<file path="src/rtl/intr_request_ctrl_if.sv">
// CPU-facing interrupt handshake bundle between intr_request_ctrl and the CPU.
// Latency: wires only, no state.
// Backpressure: irq_valid holds until the CPU raises irq_ack, which is the only stall mechanism.
// Ports: irq_valid/irq_level/irq_chan/irq_code (request side -> CPU), irq_ack (CPU -> request side).
interface intr_request_ctrl_if;
    logic       irq_valid;
    logic [1:0] irq_level;   // 1 = A, 2 = B, 3 = C, 0 = idle
    logic [3:0] irq_chan;    // winning channel 0..8
    logic [3:0] irq_code;    // controller channel code captured at grant
    logic       irq_ack;

    modport master (
        output irq_valid,
        output irq_level,
        output irq_chan,
        output irq_code,
        input  irq_ack
    );

    modport slave (
        input  irq_valid,
        input  irq_level,
        input  irq_chan,
        input  irq_code,
        output irq_ack
    );
endinterface

</file>
<file path="src/rtl/intr_request_ctrl.sv">
// Latches 9x3 event pulses into pending bits, feeds the priority controller, presents one irq to the CPU.
// Latency: event -> A/B/C 1 edge; en -> E 1 edge; event -> irq_valid 2 edges; ack -> next irq_valid 2 edges.
// Backpressure: one interrupt in flight; it is held frozen until irq_ack, events keep latching meanwhile.
// Ports: clk, rst (sync, active-high); ev_a/ev_b/ev_c event pulses; en enable; E/A/B/C to controller
//        (A/B/C active-low); PA/PB/PC/Chan grant from controller; irq (master) CPU handshake; drop_cnt.
module intr_request_ctrl (
    input  logic                       clk,
    input  logic                       rst,
    input  logic [8:0]                 ev_a,
    input  logic [8:0]                 ev_b,
    input  logic [8:0]                 ev_c,
    input  logic [8:0]                 en,
    output logic [8:0]                 E,
    output logic [8:0]                 A,
    output logic [8:0]                 B,
    output logic [8:0]                 C,
    input  logic                       PA,
    input  logic                       PB,
    input  logic                       PC,
    input  logic [3:0]                 Chan,
    output logic [7:0]                 drop_cnt,
    intr_request_ctrl_if.master        irq
);

    typedef enum logic [1:0] {
        ST_IDLE   = 2'd0,
        ST_HOLD   = 2'd1,
        ST_SETTLE = 2'd2
    } state_t;

    state_t     state_q, state_d;
    logic [8:0] pend_a_q, pend_a_d;
    logic [8:0] pend_b_q, pend_b_d;
    logic [8:0] pend_c_q, pend_c_d;
    logic [8:0] e_q, e_d;
    logic [1:0] irq_level_q, irq_level_d;
    logic [3:0] irq_chan_q, irq_chan_d;
    logic [3:0] irq_code_q, irq_code_d;
    logic [7:0] drop_cnt_q, drop_cnt_d;

    logic [1:0]  grant_lvl;
    logic [8:0]  cand;
    logic [3:0]  win_chan;
    logic [8:0]  chan_mask;
    logic [8:0]  clr_a, clr_b, clr_c;
    logic [26:0] lost;
    logic [4:0]  lost_cnt;
    logic [8:0]  drop_sum;

    always_comb begin
        state_d     = state_q;
        irq_level_d = irq_level_q;
        irq_chan_d  = irq_chan_q;
        irq_code_d  = irq_code_q;
        clr_a       = '0;
        clr_b       = '0;
        clr_c       = '0;
        e_d         = en;

        // Level is the first asserted grant line; the channel is then picked
        // locally from our own pending/enable so it always names a real bit.
        if (PA)      grant_lvl = 2'd1;
        else if (PB) grant_lvl = 2'd2;
        else if (PC) grant_lvl = 2'd3;
        else         grant_lvl = 2'd0;

        case (grant_lvl)
            2'd1:    cand = pend_a_q & e_q;
            2'd2:    cand = pend_b_q & e_q;
            2'd3:    cand = pend_c_q & e_q;
            default: cand = '0;
        endcase

        win_chan = '0;
        for (int k = 0; k < 9; k++) begin
            if (cand[k]) win_chan = 4'(k);   // ascending scan: highest index wins
        end

        chan_mask = 9'd1 << irq_chan_q;

        case (state_q)
            ST_IDLE: begin
                // A grant line with no matching enabled pending bit is spurious.
                if (grant_lvl != 2'd0 && |cand) begin
                    irq_level_d = grant_lvl;
                    irq_chan_d  = win_chan;
                    irq_code_d  = Chan;
                    state_d     = ST_HOLD;
                end
            end
            ST_HOLD: begin
                if (irq.irq_ack) begin
                    case (irq_level_q)
                        2'd1:    clr_a = chan_mask;
                        2'd2:    clr_b = chan_mask;
                        2'd3:    clr_c = chan_mask;
                        default: ;
                    endcase
                    irq_level_d = '0;
                    irq_chan_d  = '0;
                    irq_code_d  = '0;
                    state_d     = ST_SETTLE;
                end
            end
            ST_SETTLE: begin
                // Lets A/B/C and the controller's grant reflect the cleared bit.
                state_d = ST_IDLE;
            end
            default: state_d = ST_IDLE;
        endcase

        // Set dominates clear for the same bit.
        pend_a_d = (pend_a_q & ~clr_a) | ev_a;
        pend_b_d = (pend_b_q & ~clr_b) | ev_b;
        pend_c_d = (pend_c_q & ~clr_c) | ev_c;

        // An event is lost only when it lands on a bit that stays pending anyway.
        lost = {ev_a & pend_a_q & ~clr_a,
                ev_b & pend_b_q & ~clr_b,
                ev_c & pend_c_q & ~clr_c};
        lost_cnt = '0;
        for (int k = 0; k < 27; k++) begin
            lost_cnt = lost_cnt + 5'(lost[k]);
        end
        drop_sum   = {1'b0, drop_cnt_q} + {4'b0, lost_cnt};
        drop_cnt_d = drop_sum[8] ? 8'hFF : drop_sum[7:0];
    end

    always_ff @(posedge clk) begin
        if (rst) begin
            state_q     <= ST_IDLE;
            pend_a_q    <= '0;
            pend_b_q    <= '0;
            pend_c_q    <= '0;
            e_q         <= '0;
            irq_level_q <= '0;
            irq_chan_q  <= '0;
            irq_code_q  <= '0;
            drop_cnt_q  <= '0;
        end else begin
            state_q     <= state_d;
            pend_a_q    <= pend_a_d;
            pend_b_q    <= pend_b_d;
            pend_c_q    <= pend_c_d;
            e_q         <= e_d;
            irq_level_q <= irq_level_d;
            irq_chan_q  <= irq_chan_d;
            irq_code_q  <= irq_code_d;
            drop_cnt_q  <= drop_cnt_d;
        end
    end

    assign E             = e_q;
    assign A             = ~pend_a_q;
    assign B             = ~pend_b_q;
    assign C             = ~pend_c_q;
    assign drop_cnt      = drop_cnt_q;
    assign irq.irq_valid = (state_q == ST_HOLD);
    assign irq.irq_level = irq_level_q;
    assign irq.irq_chan  = irq_chan_q;
    assign irq.irq_code  = irq_code_q;

endmodule

</file>
<file path="src/flat_wrapper.sv">
// flat-port wrapper written by rule: the top's interface ports become plain ports
module intr_request_ctrl_flat 
  (clk, rst, ev_a, ev_b, ev_c, en, E, A, B, C, PA, PB, PC, Chan, drop_cnt, irq_irq_valid, irq_irq_level, irq_irq_chan, irq_irq_code, irq_irq_ack);
  intr_request_ctrl_if irq_i ();
  input  logic clk;
  input  logic rst;
  input  logic [8:0] ev_a;
  input  logic [8:0] ev_b;
  input  logic [8:0] ev_c;
  input  logic [8:0] en;
  output logic [8:0] E;
  output logic [8:0] A;
  output logic [8:0] B;
  output logic [8:0] C;
  input  logic PA;
  input  logic PB;
  input  logic PC;
  input  logic [3:0] Chan;
  output logic [7:0] drop_cnt;
  output wire logic [$bits(irq_i.irq_valid)-1:0] irq_irq_valid;
  output wire logic [$bits(irq_i.irq_level)-1:0] irq_irq_level;
  output wire logic [$bits(irq_i.irq_chan)-1:0] irq_irq_chan;
  output wire logic [$bits(irq_i.irq_code)-1:0] irq_irq_code;
  input wire logic [$bits(irq_i.irq_ack)-1:0] irq_irq_ack;
  assign irq_irq_valid = irq_i.irq_valid;
  assign irq_irq_level = irq_i.irq_level;
  assign irq_irq_chan = irq_i.irq_chan;
  assign irq_irq_code = irq_i.irq_code;
  assign irq_i.irq_ack = irq_irq_ack;
  intr_request_ctrl u_core (.clk(clk), .rst(rst), .ev_a(ev_a), .ev_b(ev_b), .ev_c(ev_c), .en(en), .E(E), .A(A), .B(B), .C(C), .PA(PA), .PB(PB), .PC(PC), .Chan(Chan), .drop_cnt(drop_cnt), .irq(irq_i));
endmodule
</file>
<file path="config.mk">
export PLATFORM = sky130hd
export DESIGN_NAME = intr_request_ctrl_flat
export DESIGN_NICKNAME = d
export VERILOG_FILES = /design/src/rtl/intr_request_ctrl_if.sv /design/src/rtl/intr_request_ctrl.sv /design/src/flat_wrapper.sv
export SDC_FILE = /design/constraint.sdc
export NUM_CORES = 1
export LEC_CHECK = 0
export CELL_PAD_IN_SITES_DETAIL_PLACEMENT = 1
export CELL_PAD_IN_SITES_GLOBAL_PLACEMENT = 2
export CORE_MARGIN = 2
export CORE_UTILIZATION = 27
export DETAILED_ROUTE_END_ITERATION = 7
export GPL_TIMING_DRIVEN = 0
export PLACE_DENSITY_LB_ADDON = 0.1
export RECOVER_POWER = 25
export SYNTH_ARGS = -nofsm -noshare
export SYNTH_HDL_FRONTEND = slang
export SYNTH_SLANG_ARGS = --single-unit
</file>
<file path="constraint.sdc">
create_clock -name clk -period 10.49 [get_ports clk]
set_input_delay 2.6225 -clock clk [delete_from_list [all_inputs] [get_ports clk]]
set_output_delay 2.6225 -clock clk [all_outputs]
set_load 0.005 [all_outputs]
</file>
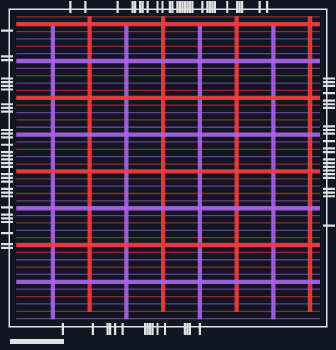
**Above:** PDN straps and rails.
Bar = 20 um. Pins as bars on the die edge.
VDD -> red
VSS -> purple
signal pins = 101
met1 rails = 42
met4 straps = 8
met5 straps = 8

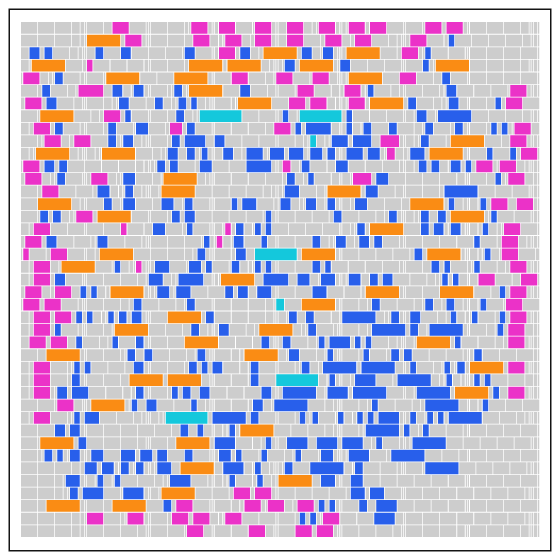
**Above:** cells coloured by class.
Fill, decap, tap and diode cells in grey.
clock drivers and dummy loads -> cyan  # cells 7
all other logic -> blue  # cells 337
flops -> orange  # cells 56
other buffers and delay cells -> magenta  # cells 111

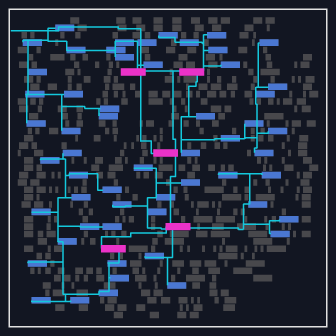
**Above:** clock distribution.
flip-flops -> blue  # count 56
cells driving clock nets -> magenta  # count 5
clock wires -> cyan  # length 899 um
flops lie = all over the die

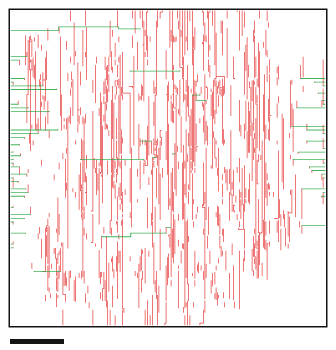
**Above:** signal wires by layer.
Bar = 20 um. Only two layers are drawn.
met2 -> red  # wire length 5450 um
met3 -> green  # wire length 404 um

==> metrics.yaml <==
status: "finished, final reports clean"
finalWorstSetupSlack_ps: 751
synthTopCellsByCount: "inv_1 (81), dfxtp_1 (56), a21oi_1 (37), o21ai_0 (30)"
largestPowerGroup: "combinational logic"
seq_cells: 56
taps: 172
lay_top_cells: "clkdlybuf4s50_1 (82), inv_1 (81), dfxtp_1 (56), a21oi_1 (37), o21ai_0 (30)"
combPwrFrac_pct: 48.8
edf_count: 0
critPathBufInv: 3
p_clk_share_pct: 20.4
crit_fanout: 9
drtIter0Drc: 93
critPathArrivalTime_ps: 9910
ys_async_sr_fraction_pct: 0
rrSetupSlack_ps: 2910
crit_path_max_incr_delay_ps: 540
powerDensity_mw_per_mm2: 172
worstPathRequired_ps: 10660
adder_share_pct: 17.1
fin_tns_setup_ps: 0
syn_avg_cell_area_um2: 8.48
vias_per_cell: 4.57
place_area_mm2: 0.00464
start_kind: "primary input"
clk_path_buf_depth: 2
ios: 101
crit_start: "irq_irq_ack"
ys_sh_mux_pct: 0.292
use_met2_pct: 29.4
rsz0062_at_grt: "false"
ys_cells: 405
synth_area_leader_cell: "dfxtp_1"
yosysWarnings: 0
cts-buffers-inserted: 5
drc: 0
seq_power_uw: 254
seq_area_mm2: 0.00112
tritoncts: "yes"
grt_use_met3_pct: 2.80
clk_pin_slew_worst_paths_ps: 70
initial_utilization_pct: 27.4
antenna_cells: 0
r2r_start: "u_core.state_q[0]"
antenna_found_initial: 0
final-clk-cell-share_pct: 2.80
crit_slowest_cell: "fa_1"
finalSetupViolCount: 0
portBuffers: 99
fin_cells: 683
hold_depth: 2
p_leak_uw: 0.00216
crit_chain: "clkdlybuf4s50_1 > and2_1 > nand3_1 > o21ai_0 > nor2_1 > ha_1 > inv_1 > fa_1 > fa_1 > fa_1 > fa_1 > fa_1 > fa_1 > inv_1 > ha_1 > fa_1 > a21o_1 > a21oi_1 > xnor2_1 > ha_1 > a21boi_1 > o21ai_1 > and3_1 > nor3_1"
clockRootBuffer: "clkbuf_16"
syn_nets: 486
totalWireLength_mm: 11.7
grtUsageTotal_pct: 17.8
warnings: 26
clock_buffer_count: 6
simple_gate_area_share_pct: 17.0
cts_setup_buffers: 0
grt_max_degree: 16
synth_cells: 405
wl_per_cell_um: 17.1
final_cell_area_mm2: 0.00477
ys_seq_share_pct: 32.7
synth.distinct_cells: 44
n_all_buffers: 111
grt_pass1_vias: 3300
tightest_slew_ps: 732
grt_overflow: 0
critPathKind: "primary input to flip-flop"
crit_path_end_kind: "flip-flop"
p_seq_share_pct: 30.8
topCellsByArea: "dfxtp_1 (33%), fa_1 (12%), inv_1 (8.9%), ha_1 (5.5%), a21oi_1 (5.4%)"
drv_cap: 0
dr_wl_met2_mm: 5.45
fmax_mhz: 103
nonClockInverterCount: 82
core_mm2: 0.0125
worstHoldStart: "u_core.irq.irq_code[0]"
ys.flop_type: "dfxtp_1"
netlist_area_mm2: 0.00343
layout_top_cell: "clkdlybuf4s50_1"
nets: 592
cp.depth: 24
syn2layout_area_growth_pct: 39.0
worst_ir_drop_vdd_mv: 0.0769
pg_clk_uw: 168
highest_layer: "met4"
fp.dieW_um: 117
grt_pass1_wl_mm: 18.1
synthAoiAreaFrac_pct: 20.2
most_common_cell: "inv_1"
die_h_um: 117
layout.nonclk_buf_share_pct: 22.4
postCtsHoldBufs: 0
fin_util_pct: 38.1
relSlewSlack_pct: 51.0
globalRouteMet1Util_pct: 24.9
num_vias: 3118
period_used_pct: 92.8
logic_area_mm2: 0.00193
rows: 41
wl_met3_um: 404
crit_top_cell: "fa_1"
dp_slack_ps: 371
met1Wirelength_mm: 5.70
critPathTopFamily: "adder cells"
min_period_ps: 9740
seq_share_pct: 23.5
ys_ff: 56
drt-pass1-iter-count: 4
rr_endpoint: "u_core.drop_cnt[5]"
critPathCapture: "u_core.drop_cnt[5]"
top_logic_kind: "AND-OR/OR-AND gates"
cts_resized: 0
slew_violations: 0
fill_cells: 1505
intPower_uw: 522
powerComb_uw: 401
h-tree-depth: 2
dominant_cells: "multi-input combinational cells"
final.setup_skew_ps: 7.23
comb_share_pct: 40.4
dieArea_mm2: 0.0136
top_cell_area_share_pct: 32.7
drive_above_1_share_pct: 3.72
hold_class: "flip-flop to flip-flop"
busiest_layer: "met2"
min_to: "u_core.irq.irq_code[0]"
place_congestion: 0.799
place_inst: 676
p_switching_uw: 301
cts_sinks: 56
report.power.total_uw: 822
